==> images/layer_met3.png <==
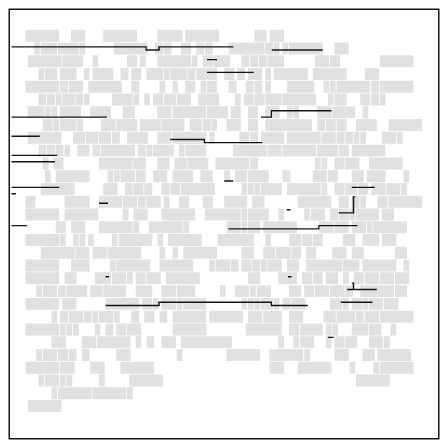
==> images/clk_routes.png <==
Bar = 20 um.
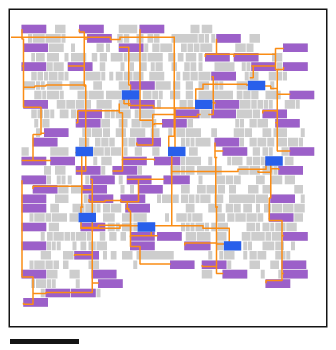
## config.mk

```make
export PLATFORM = sky130hd
export DESIGN_NAME = led_sequencer_flat
export DESIGN_NICKNAME = d
export VERILOG_FILES = /design/src/rtl/led_sequencer_if.sv /design/src/rtl/led_sequencer.sv /design/src/flat_wrapper.sv
export SDC_FILE = /design/constraint.sdc
export NUM_CORES = 1
export LEC_CHECK = 0
export CORE_MARGIN = 3
export CORE_UTILIZATION = 55
export DETAILED_ROUTE_END_ITERATION = 12
export DONT_BUFFER_PORTS = 1
export HOLD_SLACK_MARGIN = 0.02
export PLACE_DENSITY = 0.73
export SLEW_MARGIN = 0
export SYNTH_ARGS = -nofsm -noshare
export SYNTH_HDL_FRONTEND = slang
export SYNTH_SLANG_ARGS = --single-unit
```

## constraint.sdc

```tcl
create_clock -name CLK -period 2.1 [get_ports CLK]
set_input_delay 0.315 -clock CLK [delete_from_list [all_inputs] [get_ports CLK]]
set_output_delay 0.315 -clock CLK [all_outputs]
set_load 0.01 [all_outputs]
```

## src/rtl/led_sequencer_if.sv

```systemverilog
// Board-side signals of the LED sequencer.
// The sequencer takes the master modport; the board model or top level takes the slave modport.
interface led_sequencer_if #(
  parameter int CHANNELS = 3
);
  logic                KEY;
  logic [CHANNELS-1:0] LED;
  logic [1:0]          MODE;
  logic                STEP_TICK;

  modport master (input KEY, output LED, output MODE, output STEP_TICK);
  modport slave  (output KEY, input LED, input MODE, input STEP_TICK);
endinterface

```

## src/rtl/led_sequencer.sv

```systemverilog
// Status-LED sequencer: programmable step prescaler, four display modes, and a debounced mode key.
//
// state    | meaning
// BINARY   | pattern counts up once per step, LEDs show its bits
// ONE_HOT  | single lit LED rotates left once per step
// BREATHE  | all LEDs share one PWM level that ramps up and down
// OFF      | all LEDs dark, prescaler keeps ticking
module led_sequencer #(
  parameter int STEP_CYCLES     = 100_000_001,
  parameter int CHANNELS        = 3,
  parameter int PWM_BITS        = 8,
  parameter int DEBOUNCE_CYCLES = 240_000,
  parameter int ACTIVE_LOW      = 1
) (
  input logic             CLK,
  input logic             RST,
  led_sequencer_if.master bus
);

  localparam int PW = $clog2(STEP_CYCLES);
  localparam int DW = $clog2(DEBOUNCE_CYCLES);

  localparam logic [PW-1:0]       PRESC_LAST    = PW'(STEP_CYCLES - 1);
  localparam logic [PW-1:0]       PRESC_ONE     = PW'(1);
  localparam logic [DW-1:0]       DEB_LAST      = DW'(DEBOUNCE_CYCLES - 1);
  localparam logic [DW-1:0]       DEB_ONE       = DW'(1);
  localparam logic [PWM_BITS-1:0] LEVEL_TOP     = '1;
  localparam logic [PWM_BITS-1:0] LEVEL_ONE     = PWM_BITS'(1);
  localparam logic [CHANNELS-1:0] PATTERN_ONE   = CHANNELS'(1);
  localparam logic [CHANNELS-1:0] DARK          = {CHANNELS{ACTIVE_LOW != 0}};

  typedef enum logic [1:0] {
    BINARY  = 2'd0,
    ONE_HOT = 2'd1,
    BREATHE = 2'd2,
    OFF     = 2'd3
  } mode_t;

  mode_t               mode;
  logic                key_s1;
  logic                key_s2;
  logic                key_acc;
  logic                key_evt;
  logic [DW-1:0]       deb_cnt;
  logic [PW-1:0]       presc;
  logic                step_tick;
  logic [CHANNELS-1:0] pattern;
  logic [PWM_BITS-1:0] level;
  logic                dir_up;
  logic [PWM_BITS-1:0] pwm_cnt;
  logic [CHANNELS-1:0] led_q;
  logic [CHANNELS-1:0] lit;

  always_comb begin
    lit = '0;
    case (mode)
      BINARY:  lit = pattern;
      ONE_HOT: lit = pattern;
      BREATHE: lit = {CHANNELS{pwm_cnt < level}};
      default: lit = '0;
    endcase
  end

  always_ff @(posedge CLK) begin
    if (RST) begin
      key_s1    <= 1'b1;
      key_s2    <= 1'b1;
      key_acc   <= 1'b1;
      key_evt   <= 1'b0;
      deb_cnt   <= '0;
      presc     <= '0;
      step_tick <= 1'b0;
      mode      <= BINARY;
      pattern   <= '0;
      level     <= '0;
      dir_up    <= 1'b1;
      pwm_cnt   <= '0;
      led_q     <= DARK;
    end else begin
      key_s1  <= bus.KEY;
      key_s2  <= key_s1;
      key_evt <= 1'b0;
      if (key_s2 == key_acc) begin
        deb_cnt <= '0;
      end else if (deb_cnt == DEB_LAST) begin
        key_acc <= key_s2;
        deb_cnt <= '0;
        key_evt <= ~key_s2;   // only a press (1->0) is an event
      end else begin
        deb_cnt <= deb_cnt + DEB_ONE;
      end

      pwm_cnt <= pwm_cnt + LEVEL_ONE;
      led_q   <= lit ^ DARK;

      // A key event restarts the new mode from scratch and swallows a coincident step.
      if (key_evt) begin
        mode      <= mode_t'(mode + 2'd1);
        presc     <= '0;
        step_tick <= 1'b0;
        pattern   <= (mode == BINARY) ? PATTERN_ONE : '0;
        level     <= '0;
        dir_up    <= 1'b1;
      end else begin
        if (presc == PRESC_LAST) begin
          presc     <= '0;
          step_tick <= 1'b0;
        end else begin
          presc     <= presc + PRESC_ONE;
          step_tick <= ((presc + PRESC_ONE) == PRESC_LAST);
        end

        if (step_tick) begin
          case (mode)
            BINARY: pattern <= pattern + PATTERN_ONE;
            ONE_HOT: pattern <= {pattern[CHANNELS-2:0], pattern[CHANNELS-1]};
            BREATHE: begin
              if (dir_up) begin
                if (level == LEVEL_TOP) begin
                  dir_up <= 1'b0;
                  level  <= level - LEVEL_ONE;
                end else begin
                  level <= level + LEVEL_ONE;
                end
              end else begin
                if (level == '0) begin
                  dir_up <= 1'b1;
                  level  <= level + LEVEL_ONE;
                end else begin
                  level <= level - LEVEL_ONE;
                end
              end
            end
            default: ;
          endcase
        end
      end
    end
  end

  assign bus.LED       = led_q;
  assign bus.MODE      = mode;
  assign bus.STEP_TICK = step_tick;

endmodule

```

## src/flat_wrapper.sv

```systemverilog
// flat-port wrapper written by rule: the top's interface ports become plain ports
module led_sequencer_flat 
#(
  parameter int STEP_CYCLES     = 100_000_001,
  parameter int CHANNELS        = 3,
  parameter int PWM_BITS        = 8,
  parameter int DEBOUNCE_CYCLES = 240_000,
  parameter int ACTIVE_LOW      = 1
)
  (CLK, RST, bus_KEY, bus_LED, bus_MODE, bus_STEP_TICK);
  led_sequencer_if #(.CHANNELS(CHANNELS)) bus_i ();
  input logic CLK;
  input logic RST;
  input wire logic [$bits(bus_i.KEY)-1:0] bus_KEY;
  output wire logic [$bits(bus_i.LED)-1:0] bus_LED;
  output wire logic [$bits(bus_i.MODE)-1:0] bus_MODE;
  output wire logic [$bits(bus_i.STEP_TICK)-1:0] bus_STEP_TICK;
  assign bus_i.KEY = bus_KEY;
  assign bus_LED = bus_i.LED;
  assign bus_MODE = bus_i.MODE;
  assign bus_STEP_TICK = bus_i.STEP_TICK;
  led_sequencer #(.STEP_CYCLES(STEP_CYCLES), .CHANNELS(CHANNELS), .PWM_BITS(PWM_BITS), .DEBOUNCE_CYCLES(DEBOUNCE_CYCLES), .ACTIVE_LOW(ACTIVE_LOW)) u_core (.CLK(CLK), .RST(RST), .bus(bus_i));
endmodule
```

==> impl_metrics.yaml <==
# implementation run metrics
setup_path:
  path_max_fanout: 6
  path_class: "reg2reg"
  worstSetupEndpointType: "flip-flop"
  critPathLaunchType: "flip-flop"
  required_ns: 2.36
  r2r_cells: 3
  arrival_ns: 2.24
yosys:
  ys_types: 66
  ys.flops: 75
  netlist_instances: 455
  area_leaders: "dfxtp_1 (38%), nor2_1 (7.2%), ha_1 (6.3%)"
  yosysTopAreaCell: "dfxtp_1"
  ys_seq_share_pct: 37.7
  async_reset_ff_share_pct: 0
  ys_cells: 455
  flop_cell: "dfxtp_1"
  synthesis.nets: 478
  avgSynthCellArea_sq_um: 8.76
  ys_warn_count: 0
  ys_chip_area_sq_mm: 0.00399
  syn_area_sq_mm: 0.00399
  edf_count: 0
  yosysTopAreaCellShare_pct: 37.7
layout:
  layoutNonFillerInstCount: 565
  n_antenna_cell: 0
  layout_top_cell: "nor2_1"
  drive_gt1_share_pct: 12.4
  fill_cells: 617
  nets: 487
  layout_top_cells: "nor2_1 (75), dfxtp_1 (72), xor2_1 (28)"
  area_delta_synth_final_pct: 9.70
place:
  placed_cells: 545
  dp_hpwl_um: 5450
  gp_congestion: 0.884
  port_buffers: 0
drt:
  dr.pass1.iters: 6
  top_layer_used: "met4"
  wl_met2_um: 3810
  dr_wl_met3_um: 266
  ant_nets: 0
  wl_met1_um: 3610
  drt_iter0_drc: 146
  drc: 0
  route.detailed.wl_per_inst_um: 13.7
  vias_per_cell: 5.44
floorplan:
  io_pins: 9
  core_area_sq_mm: 0.00691
  fp_util_pct: 57.7
  die_w_um: 91.1
  rows: 30
  die_h_um: 91.1
  chipArea_sq_mm: 0.00831
flow_run:
  drv_cap: 0
  tool_warnings: 33
hold_path:
  hold_depth: 1
  holdCritPathClass: "in2reg"
clock_tree:
  htree_levels: 3
  clk_root_buffer_cell: "clkbuf_8"
  clk_path_buf_depth: 2
  cts_tree: "built"
  cts_inserted_buffers: 9
  clk_pin_slew_ns: 0.09
  clock_sinks: 75
pwr:
  power.leakage_uw: 0.00162
  peakVddDrop_mv: 0.408
  pwr_density_cell_mw_per_mm2: 615
  total_power_uw: 2690
status:
  outcome: "complete, no violations"
final_timing:
  worstMarginPinSlew_ns: 0.520
  fin_crit_ns: 1.98
  fmax_ghz: 0.505
  fin_crit_sh_pct: 94.4
  slew_headroom_pct: 65.2
  drv_slew: 0
  hold_violations: 0
  final-setup-viol-count: 0
global_route:
  antenna_found_initial: 0
  grt-ovfl-total: 0
  grt.total_usage_pct: 19.5
  grt_pass1_vias: 2972
  grt_start_max_net_pins: 21
  grt_pass1_wl_um: 13300
## Picture notes: layer_met3.png
The wires run mostly horizontal. 17 nets have wire on it. The layer holds 3.4% of the routed length. The layer carries 266 um of wire. The longest straight run is 28.5 um.
Vias: 3,076
met3 Usage GRT: 5.39%
Post-Route WL: 7740 um

## Picture notes: clk_routes.png
Key: blue = clock drivers [count 9]; orange = clock wires [length 965 um]; purple = flip-flops [count 75]
Position of the flops: all over the die. There are 10 routed clock nets.
Clock power frac: 43.2%
Skew-Pair Late Insertion Delay: 0.36 ns
Clk power: 1160 uW
Max Clock Skew: 0.0147 ns

-- flip-flops by register name, indices dropped and copies added, names as in the netlist --
register,count
u_core.bus.STEP_TICK,1
u_core.pattern,3
u_core.bus.LED,3
u_core.key_evt,1
u_core.dir_up,1
u_core.key_s1,1
u_core.key_acc,1
u_core.presc,27
u_core.key_s2,1
u_core.level,8
u_core.pwm_cnt,8
u_core.deb_cnt,18
u_core.bus.MODE,2
-- report_power, final --
group          leakage, uW  internal, uW  total (uW)  switching [uW]
Clock             0.000103           568        1160             594
Combinational     0.000910          38.4        81.0            42.6
Sequential        0.000607          1430        1450            12.2
-- timing repair --
item | in CTS | in global routing
hold buffers | 1 | 0
resized | 0 | 7
endpoints found under the hold margin | 13 | 0
buffers inserted | 0 | 3
endpoints found under the setup margin | 0 | 10
-- critical path: stages, from the launching register on --
cell,delay [ns]
dfxtp_1,0.37
or4b_1,0.52
or4_1,0.67
a211o_1,0.33
-- path summary, 6_finish.rpt --
kind	slack (ns)	from	end
max reg2reg	0.12	u_core.deb_cnt[9]	u_core.key_acc
max	0.12	u_core.deb_cnt[9]	u_core.key_acc
min	0.04	RST	u_core.key_acc
min reg2reg	0.43	u_core.key_s1	u_core.key_s2
-- per-layer routing --
metal,track usage (%),up-vias
li1,-,1598
met5,0,-
met2,33.4,43
met4,6.03,0
met3,5.39,6
met1,23.6,1429
-- through the flow --
stage	worst slack, ns	area (sq um)	hold slack [ns]	setup TNS [ns]	util, %
floorplan	0.0968	3990	0.389	0	-
global placement	0.130	4120	0.385	0	59.7
detailed placement	0.0716	4120	0.388	0	59.7
CTS	0.0301	4340	0.0204	0	62.8
global route	-0.0587	4370	0.0221	-0.0587	63.3
finish	0.118	4370	0.0426	0	63.3
-- kinds of logic (layout without fill, tap and decap cells) --
kind of cell / count (synthesis) / count (layout) / share of synthesized area [%]
simple gates: 208 / 208 / 29.0
buf+inv: 38 / 52 / 4.14
mux: 7 / 7 / 1.76
xor+xnor: 54 / 54 / 11.9
flops: 75 / 75 / 37.7
compound gates: 53 / 53 / 9.35
fa+ha+maj: 20 / 20 / 6.28
-- synthesized netlist by cell type, types with 2 or more instances --
library cell / number
nand2_1: 21
nand4_1: 10
a21o_1: 3
inv_1: 19
a21oi_1: 11
a21boi_0: 2
o21a_1: 2
or2_2: 3
buf_2: 7
nor2b_1: 6
clkbuf_2: 2
nand3_1: 23
and3_1: 9
nor3_1: 6
and4_2: 2
mux2i_1: 7
and2_1: 5
dfxtp_1: 75
and4_1: 7
o21ai_0: 13
a211oi_1: 5
and4b_1: 2
xnor2_1: 26
or4_1: 2
clkbuf_1: 7
nor3b_1: 6
a31oi_1: 4
nor2_1: 76
nor4_1: 3
xor2_1: 28
nand3b_1: 2
nand2_2: 2
ha_1: 20
or3_1: 7
-- area by class of cell --
class | instances | area, sq um | share of cell area, %
Inverter | 19 | 71.3 | 1.63
Sequential cell | 75 | 1510 | 34.4
Tap cell | 96 | 120 | 2.75
Multi-Input combinational cell | 342 | 2330 | 53.3
Clock buffer | 9 | 124 | 2.83
Timing Repair Buffer | 17 | 143 | 3.26
Clock inverter | 7 | 80.1 | 1.83
Power is estimated from default activity; no workload was simulated.
